**src/rtl/ps2_keyboard_receiver_if.sv**
```systemverilog
// Consumer-side port bundle of the PS/2 keyboard receiver: FIFO head, pop request and status flags.
// Handshake: an entry is popped on every rising clk edge where valid && rd_en; head fields hold while valid && !rd_en.
interface ps2_keyboard_receiver_if;
  logic       rd_en;
  logic [7:0] scancode;
  logic       is_break;
  logic       is_ext;
  logic       valid;
  logic       key_held;
  logic       parity_err;
  logic       overflow;

  modport master (
    input  rd_en,
    output scancode, is_break, is_ext, valid, key_held, parity_err, overflow
  );

  modport slave (
    output rd_en,
    input  scancode, is_break, is_ext, valid, key_held, parity_err, overflow
  );
endinterface

```
**src/rtl/ps2_keyboard_receiver.sv**
```systemverilog
// PS/2 keyboard receiver: synchronises the line, assembles and validates 11-bit frames, folds F0/E0
// prefixes into flags and queues decoded codes in a first-word-fall-through FIFO.
module ps2_keyboard_receiver #(
    parameter int FIFO_DEPTH = 8,
    parameter int TIMEOUT    = 50000
) (
    input  logic clk,
    input  logic clrn,
    input  logic ps2_clk,
    input  logic ps2_data,
    ps2_keyboard_receiver_if.master kbd
);
    localparam int AW = $clog2(FIFO_DEPTH);
    localparam int TW = $clog2(TIMEOUT + 1);

    logic [2:0]    clk_sync;
    logic [2:0]    data_sync;
    logic          fall;
    logic [3:0]    bit_cnt;
    logic [10:0]   frame;
    logic          frame_done;
    logic [TW-1:0] idle_cnt;

    logic          brk_pending;
    logic          ext_pending;
    logic [7:0]    last_make;
    logic          key_held_q;
    logic          parity_err_q;
    logic          overflow_q;

    logic [9:0]    mem [FIFO_DEPTH];
    logic [AW:0]   wr_ptr;
    logic [AW:0]   rd_ptr;
    logic [9:0]    head;

    logic [7:0]    frame_data;
    logic          frame_good;
    logic          is_f0;
    logic          is_e0;
    logic          push_req;
    logic          fifo_empty;
    logic          fifo_full;
    logic          do_push;
    logic          do_pop;

    // Reset to ones so releasing reset with the line idle high never looks like a falling edge.
    always_ff @(posedge clk or negedge clrn) begin
        if (!clrn) begin
            clk_sync  <= 3'b111;
            data_sync <= 3'b111;
        end else begin
            clk_sync  <= {clk_sync[1:0], ps2_clk};
            data_sync <= {data_sync[1:0], ps2_data};
        end
    end

    assign fall = clk_sync[2] & ~clk_sync[1];

    always_ff @(posedge clk or negedge clrn) begin
        if (!clrn) begin
            bit_cnt    <= 4'd0;
            frame      <= 11'd0;
            frame_done <= 1'b0;
            idle_cnt   <= '0;
        end else begin
            frame_done <= 1'b0;
            if (fall) begin
                idle_cnt       <= '0;
                frame[bit_cnt] <= data_sync[2];
                if (bit_cnt == 4'd10) begin
                    bit_cnt    <= 4'd0;
                    frame_done <= 1'b1;
                end else begin
                    bit_cnt <= bit_cnt + 4'd1;
                end
            end else begin
                if (idle_cnt != TW'(TIMEOUT)) idle_cnt <= idle_cnt + 1'b1;
                // A stalled partial frame is dropped silently; pending prefixes survive.
                if (bit_cnt != 4'd0 && idle_cnt == TW'(TIMEOUT)) bit_cnt <= 4'd0;
            end
        end
    end

    assign frame_data = frame[8:1];
    assign frame_good = ~frame[0] & frame[10] & (^frame[9:1]);
    assign is_f0      = (frame_data == 8'hF0);
    assign is_e0      = (frame_data == 8'hE0);
    assign push_req   = frame_done & frame_good & ~is_f0 & ~is_e0;

    assign fifo_empty = (wr_ptr == rd_ptr);
    assign fifo_full  = (wr_ptr[AW] != rd_ptr[AW]) && (wr_ptr[AW-1:0] == rd_ptr[AW-1:0]);
    assign do_pop     = kbd.rd_en & ~fifo_empty;
    assign do_push    = push_req & (~fifo_full | do_pop);

    always_ff @(posedge clk or negedge clrn) begin
        if (!clrn) begin
            brk_pending  <= 1'b0;
            ext_pending  <= 1'b0;
            last_make    <= 8'h00;
            key_held_q   <= 1'b0;
            parity_err_q <= 1'b0;
            overflow_q   <= 1'b0;
        end else begin
            parity_err_q <= frame_done & ~frame_good;
            if (frame_done) begin
                if (!frame_good) begin
                    brk_pending <= 1'b0;
                    ext_pending <= 1'b0;
                end else if (is_f0) begin
                    brk_pending <= 1'b1;
                end else if (is_e0) begin
                    ext_pending <= 1'b1;
                end else begin
                    brk_pending <= 1'b0;
                    ext_pending <= 1'b0;
                    // Held-key tracking follows every decoded code, even one the FIFO drops.
                    if (!brk_pending) begin
                        key_held_q <= 1'b1;
                        last_make  <= frame_data;
                    end else if (frame_data == last_make) begin
                        key_held_q <= 1'b0;
                    end
                end
            end
            if (push_req && fifo_full && !do_pop) overflow_q <= 1'b1;
        end
    end

    always_ff @(posedge clk or negedge clrn) begin
        if (!clrn) begin
            wr_ptr <= '0;
            rd_ptr <= '0;
        end else begin
            if (do_push) wr_ptr <= wr_ptr + 1'b1;
            if (do_pop)  rd_ptr <= rd_ptr + 1'b1;
        end
    end

    always_ff @(posedge clk) begin
        if (do_push) mem[wr_ptr[AW-1:0]] <= {ext_pending, brk_pending, frame_data};
    end

    assign head           = mem[rd_ptr[AW-1:0]];
    assign kbd.valid      = ~fifo_empty;
    assign kbd.scancode   = kbd.valid ? head[7:0] : 8'h00;
    assign kbd.is_break   = kbd.valid & head[8];
    assign kbd.is_ext     = kbd.valid & head[9];
    assign kbd.key_held   = key_held_q;
    assign kbd.parity_err = parity_err_q;
    assign kbd.overflow   = overflow_q;
endmodule

```
**src/flat_wrapper.sv**
```systemverilog
// flat-port wrapper written by rule: the top's interface ports become plain ports
module ps2_keyboard_receiver_flat 
#(
    parameter int FIFO_DEPTH = 8,
    parameter int TIMEOUT    = 50000
)
  (clk, clrn, ps2_clk, ps2_data, kbd_rd_en, kbd_scancode, kbd_is_break, kbd_is_ext, kbd_valid, kbd_key_held, kbd_parity_err, kbd_overflow);
  ps2_keyboard_receiver_if kbd_i ();
  input  logic clk;
  input  logic clrn;
  input  logic ps2_clk;
  input  logic ps2_data;
  input wire logic [$bits(kbd_i.rd_en)-1:0] kbd_rd_en;
  output wire logic [$bits(kbd_i.scancode)-1:0] kbd_scancode;
  output wire logic [$bits(kbd_i.is_break)-1:0] kbd_is_break;
  output wire logic [$bits(kbd_i.is_ext)-1:0] kbd_is_ext;
  output wire logic [$bits(kbd_i.valid)-1:0] kbd_valid;
  output wire logic [$bits(kbd_i.key_held)-1:0] kbd_key_held;
  output wire logic [$bits(kbd_i.parity_err)-1:0] kbd_parity_err;
  output wire logic [$bits(kbd_i.overflow)-1:0] kbd_overflow;
  assign kbd_i.rd_en = kbd_rd_en;
  assign kbd_scancode = kbd_i.scancode;
  assign kbd_is_break = kbd_i.is_break;
  assign kbd_is_ext = kbd_i.is_ext;
  assign kbd_valid = kbd_i.valid;
  assign kbd_key_held = kbd_i.key_held;
  assign kbd_parity_err = kbd_i.parity_err;
  assign kbd_overflow = kbd_i.overflow;
  ps2_keyboard_receiver #(.FIFO_DEPTH(FIFO_DEPTH), .TIMEOUT(TIMEOUT)) u_core (.clk(clk), .clrn(clrn), .ps2_clk(ps2_clk), .ps2_data(ps2_data), .kbd(kbd_i));
endmodule
```
**config.mk**
```make
export PLATFORM = sky130hd
export DESIGN_NAME = ps2_keyboard_receiver_flat
export DESIGN_NICKNAME = d
export VERILOG_FILES = /design/src/rtl/ps2_keyboard_receiver_if.sv /design/src/rtl/ps2_keyboard_receiver.sv /design/src/flat_wrapper.sv
export SDC_FILE = /design/constraint.sdc
export NUM_CORES = 1
export LEC_CHECK = 0
export CAP_MARGIN = 5
export CORE_MARGIN = 3
export CORE_UTILIZATION = 60
export CTS_BUF_LIST = sky130_fd_sc_hd__clkbuf_8
export DETAILED_ROUTE_END_ITERATION = 8
export PLACE_DENSITY = 0.78
export SKIP_CTS_REPAIR_TIMING = 1
export SLEW_MARGIN = 40
export SYNTH_ARGS = -nofsm -noshare
export SYNTH_HDL_FRONTEND = slang
export SYNTH_SLANG_ARGS = --single-unit
```
**constraint.sdc**
```tcl
create_clock -name clk -period 3.9 [get_ports clk]
set_input_delay 0.78 -clock clk [delete_from_list [all_inputs] [get_ports clk]]
set_output_delay 0.78 -clock clk [all_outputs]
set_load 0.02 [all_outputs]
```
Metal layers overlaid:
Only two layers are drawn.
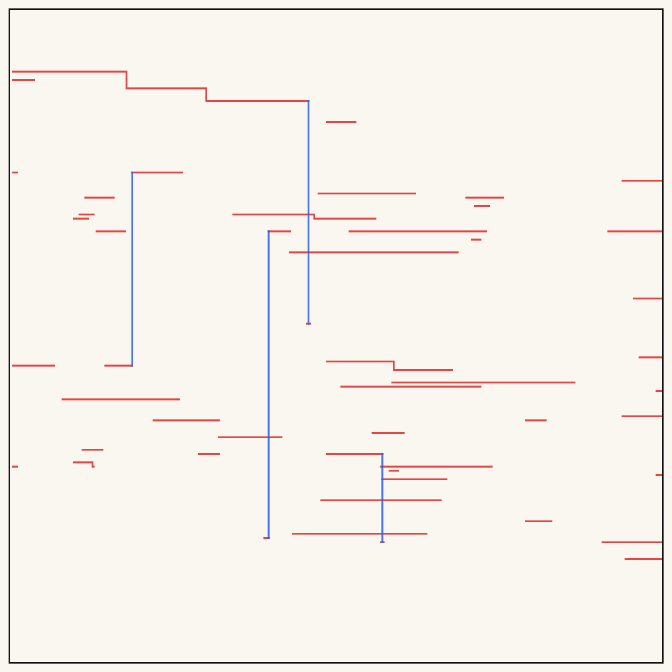
| layer | colour | wire length |
|---|---|---|
| metal 3 | red | 459 um |
| metal 4 | blue | 131 um |

Where the registers sit:
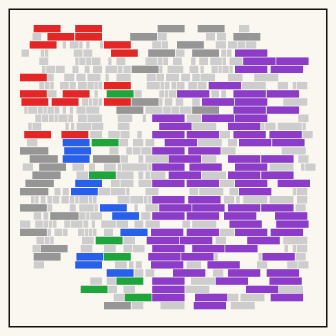
| signal | colour | sequential cells |
|---|---|---|
| u_core.frame | blue | 11 |
| u_core.mem | purple | 80 |
| u_core.idle_cnt | red | 16 |
| u_core.last_make | green | 8 |

==> impl_metrics.yaml <==
# flow metrics
floorplanning:
  rows: 35
  initCoreUtil_pct: 63.1
  die_area_um2: 11100
  core_um2: 9420
  io_pins: 19
worst_setup_path:
  worst-path-stages: 5
  worstPathArrival_ps: 2620
  regToRegSetupSlack_ps: 870
  endpoint_kind: "output pin"
  path_buffers: 2
  cp.required_ps: 3120
  worstRegToRegCells: 8
  crit_path_start_kind: "register"
  crit_chain: "xor2_1 -> nor3_1 -> and2_1 -> inv_1 -> clkdlybuf4s50_1"
synth:
  yosys.area_share.adder_pct: 1.90
  ys_ff: 139
  ys_sh_mux_pct: 13.6
  synth.avg_cell_area_um2: 15.2
  yosys_cells: 392
  yosysTopAreaCellShare_pct: 40.4
  yosys.area_share.aoi_pct: 2.23
  synth_seq_share_pct: 65.4
  yosysUniqueCellTypes: 45
  syn_nets: 406
drt:
  drt-initial-drc-count: 218
  wl_met3_um: 458
  wl_per_cell_um: 18.2
  met2_wirelength_um: 5390
  dr.pass1.iters: 5
  via_per_inst: 5.83
finish:
  final_common_cell: "edfxtp_1"
  clock_buffers: 17
  nets: 439
  design_area_um2: 6690
  seqAreaFraction_pct: 58.1
  drive_gt1_share_pct: 23.3
  logic_area_um2: 1960
  buf_share_pct: 4.00
  largest_reg_flops: 80
  buffers: 30
sta:
  max_slew_margin_pct: 54.5
  worstMarginPinSlew_ps: 675
  fin_setup_tns_ps: 0
  setup_viol_count_final: 0
  rsz0062_at_grt: "false"
  finalCritPeriodShare_pct: 87.2
clock_tree:
  cts-buffers-inserted: 17
  cts.sinks: 139
  cts_buffer_depth: 2
  path_clk_slew_ps: 90
outcome:
  run_status: "finished, final reports clean"
run:
  cap_viol_max_count: 0
pwr:
  finalPower_mw: 3.91
  comb_power_mw: 0.954
  power_leader: "sequential cells"
  p_clk_share_pct: 27.1
  power_frac_seq_pct: 48.5
grt:
  grt_max_degree: 42
  antenna_found_initial: 0
  grt_pass1_wl_um: 16900
placement:
  place.gp.congestion: 0.788
Pin placement:
Pins as bars across the die edge, other pins in grey.
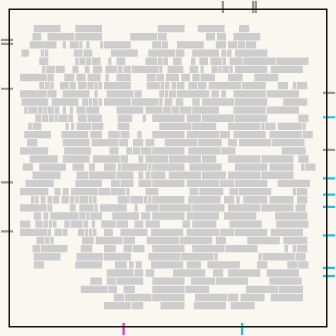
| port | colour | pins | direction | edge |
|---|---|---|---|---|
| kbd_key_held | magenta | 1 | output | bottom |
| kbd_scancode | cyan | 8 | output | 7 right, 1 bottom |
all pins by edge: 9 right, 5 left, 3 top, 2 bottom
IO buf count: 18
die span in y: 106 um
die width: 106 um

Congestion heat map:
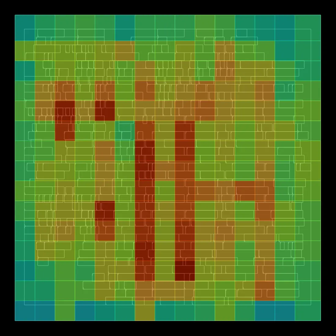
met2 GRT Util: 33.9%
GR peak layer: met2
All-Layer GR Usage: 19.9%
grt met1 use: 25.1%
final core utilization: 71.0%

Power is estimated from default activity; no workload was simulated.
